Figure 1. Track usage over the die (run 1).
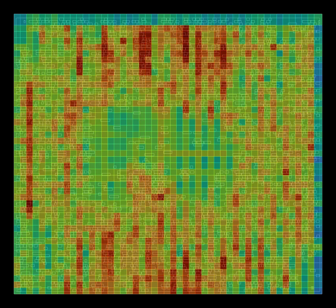
Figure 2. Sequential cells coloured by netlist name (run 1).
Other sequential cells in the stronger grey, the rest of the logic in the fainter grey.
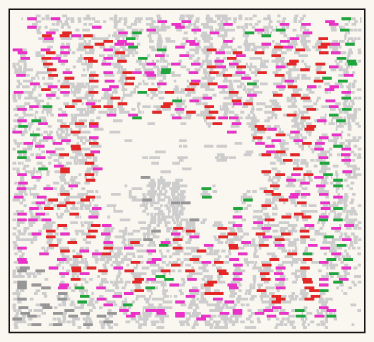
Figure 3. Clock wires, drivers and flops (run 1).
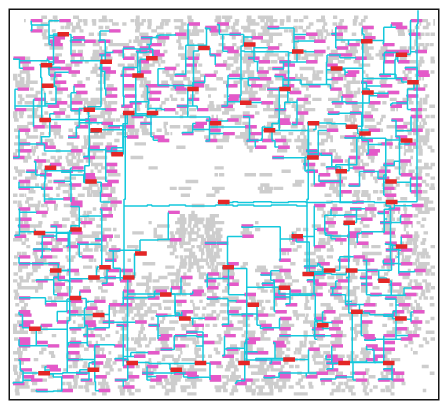
<file path="src/rtl/cacheline_adaptor_pkg.sv">
// Shared sizing constants and FSM state type for the cache-line <-> memory-burst adaptor.
package cacheline_adaptor_pkg;

    localparam int unsigned S_LINE  = 256;
    localparam int unsigned S_BURST = 64;
    localparam int unsigned BEATS   = S_LINE / S_BURST;

    typedef enum logic [1:0] {
        IDLE,
        READ,
        WRITE,
        DONE
    } state_t;

endpackage

</file>
<file path="src/rtl/cacheline_adaptor.sv">
// Converts single cache-line read/write-back requests into four-beat memory bursts
// and reassembles read beats into a full line.
module cacheline_adaptor
    import cacheline_adaptor_pkg::*;
#(
    parameter int unsigned s_line  = S_LINE,
    parameter int unsigned s_burst = S_BURST
) (
    input  logic                 clk,
    input  logic                 rst,
    input  logic [31:0]          address_i,
    input  logic                 read_i,
    input  logic                 write_i,
    input  logic [s_line-1:0]    line_i,
    output logic [s_line-1:0]    line_o,
    output logic                 resp_o,
    output logic [31:0]          address_o,
    output logic                 read_o,
    output logic                 write_o,
    output logic [s_burst-1:0]   burst_o,
    input  logic [s_burst-1:0]   burst_i,
    input  logic                 resp_i
);

    localparam int unsigned NBEATS = s_line / s_burst;
    localparam int unsigned CW     = $clog2(NBEATS);
    localparam logic [CW-1:0] LAST = CW'(NBEATS - 1);
    localparam logic [31:0] OFFS_MASK = 32'(s_line / 8 - 1);

    state_t               r_state;
    logic [CW-1:0]        r_cnt;
    logic [s_line-1:0]    r_line;
    logic [s_line-1:0]    r_line_o;
    logic                 r_resp;
    logic [31:0]          r_addr;
    logic                 r_read;
    logic                 r_write;
    logic [s_burst-1:0]   r_burst;

    logic [31:0]          w_addr_aligned;
    logic [s_line-1:0]    w_asm;

    assign w_addr_aligned = address_i & ~OFFS_MASK;
    // Read beats enter at the top and shift down, so beat 0 ends up in the low slice.
    assign w_asm          = {burst_i, r_line[s_line-1:s_burst]};

    always_ff @(posedge clk or negedge rst) begin
        if (!rst) begin
            r_state  <= IDLE;
            r_cnt    <= '0;
            r_line   <= '0;
            r_line_o <= '0;
            r_resp   <= 1'b0;
            r_addr   <= '0;
            r_read   <= 1'b0;
            r_write  <= 1'b0;
            r_burst  <= '0;
        end else begin
            r_resp <= 1'b0;
            case (r_state)
                IDLE: begin
                    if (read_i || write_i) begin
                        r_addr <= w_addr_aligned;
                        r_line <= line_i;
                        r_cnt  <= '0;
                        if (read_i) begin
                            r_state <= READ;
                            r_read  <= 1'b1;
                        end else begin
                            r_state <= WRITE;
                            r_write <= 1'b1;
                            r_burst <= line_i[s_burst-1:0];
                        end
                    end
                end
                READ: begin
                    if (resp_i) begin
                        r_line <= w_asm;
                        r_cnt  <= r_cnt + 1'b1;
                        if (r_cnt == LAST) begin
                            r_line_o <= w_asm;
                            r_read   <= 1'b0;
                            r_resp   <= 1'b1;
                            r_state  <= DONE;
                        end
                    end
                end
                WRITE: begin
                    if (resp_i) begin
                        r_line <= r_line >> s_burst;
                        r_cnt  <= r_cnt + 1'b1;
                        if (r_cnt == LAST) begin
                            r_burst <= '0;
                            r_write <= 1'b0;
                            r_resp  <= 1'b1;
                            r_state <= DONE;
                        end else begin
                            r_burst <= r_line[2*s_burst-1:s_burst];
                        end
                    end
                end
                DONE: begin
                    r_state <= IDLE;
                end
                default: begin
                    r_state <= IDLE;
                end
            endcase
        end
    end

    assign line_o    = r_line_o;
    assign resp_o    = r_resp;
    assign address_o = r_addr;
    assign read_o    = r_read;
    assign write_o   = r_write;
    assign burst_o   = r_burst;

endmodule

</file>
<file path="config.mk">
export PLATFORM = sky130hd
export DESIGN_NAME = cacheline_adaptor
export DESIGN_NICKNAME = d
export VERILOG_FILES = /design/src/rtl/cacheline_adaptor_pkg.sv /design/src/rtl/cacheline_adaptor.sv
export SDC_FILE = /design/constraint.sdc
export NUM_CORES = 1
export LEC_CHECK = 0
export CORE_AREA = 2 2 338 307
export CTS_CLUSTER_SIZE = 10
export DETAILED_ROUTE_END_ITERATION = 16
export DIE_AREA = 0 0 340 309
export PLACE_DENSITY_LB_ADDON = 0.05
export SETUP_SLACK_MARGIN = 0.1
export SLEW_MARGIN = 0
export SYNTH_ARGS = -nofsm -noshare
export SYNTH_HDL_FRONTEND = slang
export SYNTH_SLANG_ARGS = --single-unit
</file>
<file path="constraint.sdc">
create_clock -name clk -period 1.76 [get_ports clk]
set_input_delay 0.264 -clock clk [delete_from_list [all_inputs] [get_ports clk]]
set_output_delay 0.264 -clock clk [all_outputs]
set_load 0.02 [all_outputs]
</file>
==> Flow_metrics.wiki, run 1 <==
=== Synthesis and place and route ===
{| class="wikitable"
! Metric !! Value
|-
| Xor/xnor share of the synthesized area || 0%
|-
| Portion of netlist area occupied by mux cells || around 15%
|-
| Total count of max-transition violations in the final report || 0
|-
| Maximum single-stage delay on the critical path || 0.53 ns
|-
| Worst Path Arrival || 2.46 ns
|-
| Routed met2 length || 55400 µm
|-
| Reg2reg end || r_line[234]
|-
| Cell taking the most area after synthesis || sky130_fd_sc_hd__dfrtp_1
|-
| Crit share post-route || 113%
|-
| Worst slew margin relative to its limit || 54.5%
|-
| Distinct cells, synth || 37
|-
| Post-route setup TNS || -54.04 ns
|-
| Share of async-settable or async-resettable flops after synthesis || 100%
|-
| Nets || 3170
|-
| Post-synthesis average cell area || 13.8 µm²
|-
| AO/OA Area Share || 19.4%
|-
| Standard cell area after detailed placement || 35600 µm²
|-
| Maximum number of pins on one net before global-route repair || ~86
|-
| Critical path's top delay family || AND-OR/OR-AND gates
|-
| Max reg flops || 256
|-
| Area share of the leading cell type in the synthesized netlist || about 54%
|-
| Overflow left after global routing || 0
|-
| Synth top cell by count || sky130_fd_sc_hd__dfrtp_1
|-
| GP Congestion || between 0.7 and 0.8
|-
| Count of filler cells inserted in the layout || 9440
|-
| Result of the run || finished, violations left
|-
| Cell count in the Yosys report || ~1800
|-
| Post-Syn Area || ~25000 µm²
|-
| Final core utilization || between 40 and 50%
|-
| Final worst path period need || about 2 ns
|-
| Remaining number of nets flagged by the antenna check after routing || 0
|-
| Met3 Routed Length || 5790 µm
|-
| Cell count after placement || ~3900
|-
| Buffers on Ports || 701
|-
| DR iter-0 viols || approximately 810
|-
| Worst-case hold slack || 0.155 ns
|-
| Critical path endpoint || r_line[234]
|-
| Crit path setup slack, layout || -0.220 ns
|-
| Dominant register cell in the synthesized netlist || sky130_fd_sc_hd__dfrtp_1
|-
| Source of the critical timing path || r_state[0]
|-
| Uppermost metal layer occupied by signal nets || met5
|-
| Number of setup violations in the final report || 503
|-
| Later-pin clock latency in the skew report || 0.61 ns
|-
| First-pass GRT wire length || 143000 µm
|-
| Largest fanout of any net on the critical path || 75
|-
| CTS resizes || 544
|-
| Violations in the final reports || negative setup slack
|-
| Crit Path Class || flop to flop
|-
| Die height || 309 µm
|}
-- Figure 1 (at the start) --
drt wl/cell: 27.3 µm
met1 usage in global routing: 23.0%
all-layer global routing usage: 18.1%
layer carrying the most global-route usage: met2
met2 routing resource usage after global routing: 30.1%

-- Figure 2 (at the start) --
`line_o` -> magenta  # flops 256, where widely spread
`r_line` -> red  # flops 192, where widely spread
`burst_o` -> green  # flops 64, where widely spread
not coloured = 34

-- Figure 3 (at the start) --
flip-flops -> magenta  # count 546
clock-net drivers -> red  # count 70
clock wires -> cyan  # length 9280 µm
routed clock nets = 71
flops lie = widely spread

-- run 1: area by class of cell --
class                           count  area, µm²  area share [%]
Sequential cell                   546      13700            31.9
Inverter                           70        270           0.632
Multi-Input combinational cell   1034      12600            29.4
Timing Repair Buffer             1084      12400            29.1
Tap cell                         1356       1700            3.96
Clock buffer                      106       2050            4.79
Clock inverter                      8       66.3           0.155
Antenna cell                        8       20.0          0.0468
-- run 1: power breakdown --
group | switching (mW) | total [mW] | internal (mW) | leakage (nW)
clock | 5.74 | 13.7 | 7.99 | 1.04
combinational | 30.7 | 63.1 | 32.4 | 11.8
sequential | 5.03 | 23.6 | 18.6 | 6.82
total | 41.5 | 100 | 59.0 | 19.7
==> run 2: changes to the inputs <==
- SLEW_MARGIN: 0 -> 40
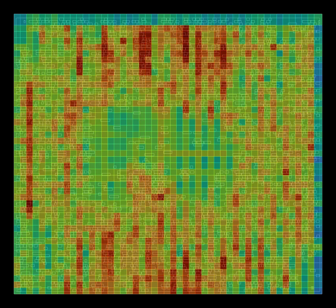
Figure 4: run 2, track usage over the die.
final core utilization: 42.3%
met3 track demand over resource in global routing: 4.49%

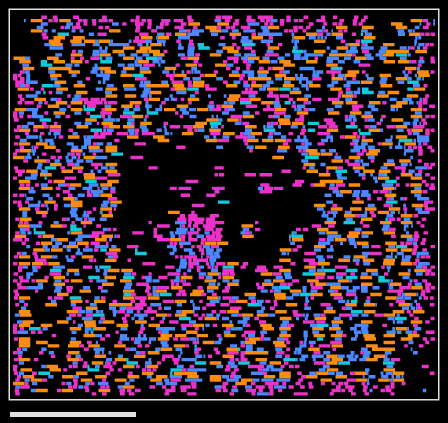
Figure 5: run 2, cells coloured by class.
Bar = 100 µm.
remaining logic cells -> blue  # cells 1104, share of their area 31%
remaining buffers and delay cells -> magenta  # cells 1084, share of their area 30%
clock drivers and dummy loads -> cyan  # cells 114, share of their area 5.2%
registers -> orange  # cells 546, share of their area 33%

==> run 2 against run 1 <==
Net effect: the flow still finishes with violations (negative setup slack); fmax unchanged; worst hold slack unchanged; area after synthesis unchanged; total power stayed put; global-route usage unchanged; first-iteration DRC count is the same; routed wire length unchanged; worst setup slack did not move; via count unchanged; clock power hardly changed; synthesized cell count is the same; critical endpoint unchanged; highest routed layer unchanged.
==> Flow_metrics.wiki, run 2 <==
=== Synthesis and place and route ===
{| class="wikitable"
! Metric !! Value
|-
| Uppermost metal layer occupied by signal nets || met5
|-
| Mi-comb count || ~1000
|-
| Antenna cells || 8
|-
| All-layer global routing usage || 18.1%
|-
| Max reg flops || 256
|-
| Data-path buffer share of cell area in the final layout || 29.1%
|-
| Worst slew margin relative to its limit || 54.5%
|-
| Maximum number of pins on one net before global-route repair || 86
|-
| CTS resizes || 544
|-
| Number of buffers other than clock buffers in the final layout || between 1000 and 1500
|-
| Drt wl/cell || roughly 27 µm
|-
| Maximum single-stage delay on the critical path || 0.53 ns
|-
| Combinational cell area excluding buffers and inverters || 12600 µm²
|-
| Switching portion of total power || 41.3%
|-
| Overflow left after global routing || 0
|-
| Number of setup violations in the final report || 503
|-
| Post-synthesis average cell area || 13.8 µm²
|-
| Max power group || combinational logic
|-
| Result of the run || finished, violations left
|-
| Met3 Routed Length || 5790 µm
|-
| Post-route setup TNS || -54.04 ns
|-
| Crit Path Class || flop to flop
|-
| Worst Path Arrival || 2.46 ns
|-
| First-pass GRT wire length || 143000 µm
|-
| Count of filler cells inserted in the layout || 9440
|-
| Remaining number of nets flagged by the antenna check after routing || 0
|-
| Critical path's top delay family || AND-OR/OR-AND gates
|-
| Layer carrying the most global-route usage || met2
|-
| Dominant class by area || sequential cells
|-
| Power attributed to combinational cells || approximately 63 mW
|-
| Crit path setup slack, layout || -0.220 ns
|-
| Violations in the final reports || negative setup slack
|-
| Share of total power in the clock network || 13.7%
|-
| Critical path endpoint || r_line[234]
|-
| Fraction of area in clock buffers and inverters || roughly 5%
|-
| Final worst path period need || 1.98 ns
|}
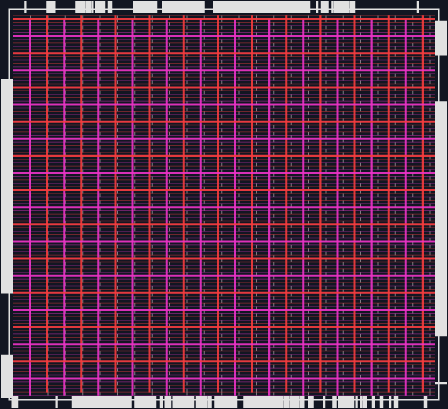
Figure 6: run 2, power grid.
Pins as bars on the die edge. Tap cells in grey.
VSS -> magenta
VDD -> red
rows = 111
met1 rails = 112
tap cells = 1356
met4 straps = 24

-- run 2: cell counts in the layout (fill, tap and decap cells not counted) --
No cell type changed its count.
-- run 2: per-stage QoR --
stage                     total power [mW]  utilization, %  cells
after floorplan                       50.2               -   1828
final                                  100            42.3   4212
after global placement                71.2            35.2   3946
after detailed placement              71.8            35.2   3946
after CTS                             88.0            38.1   4076
after global routing                   105            42.3   4211
-- run 2: logic make-up (layout without fill, tap and decap cells) --
| kind of cell | Yosys count | in the layout |
|---|---|---|
| and+or+nand+nor | 209 | 210 |
| other | 1 | 13 |
| buffers and inverters | 249 | 1268 |
| DFF | 546 | 546 |
| AOI/OAI and AO/OA | 459 | 459 |
| adders and majority gates | 7 | 7 |
| muxes | 353 | 353 |
Power is estimated from default activity; no workload was simulated.
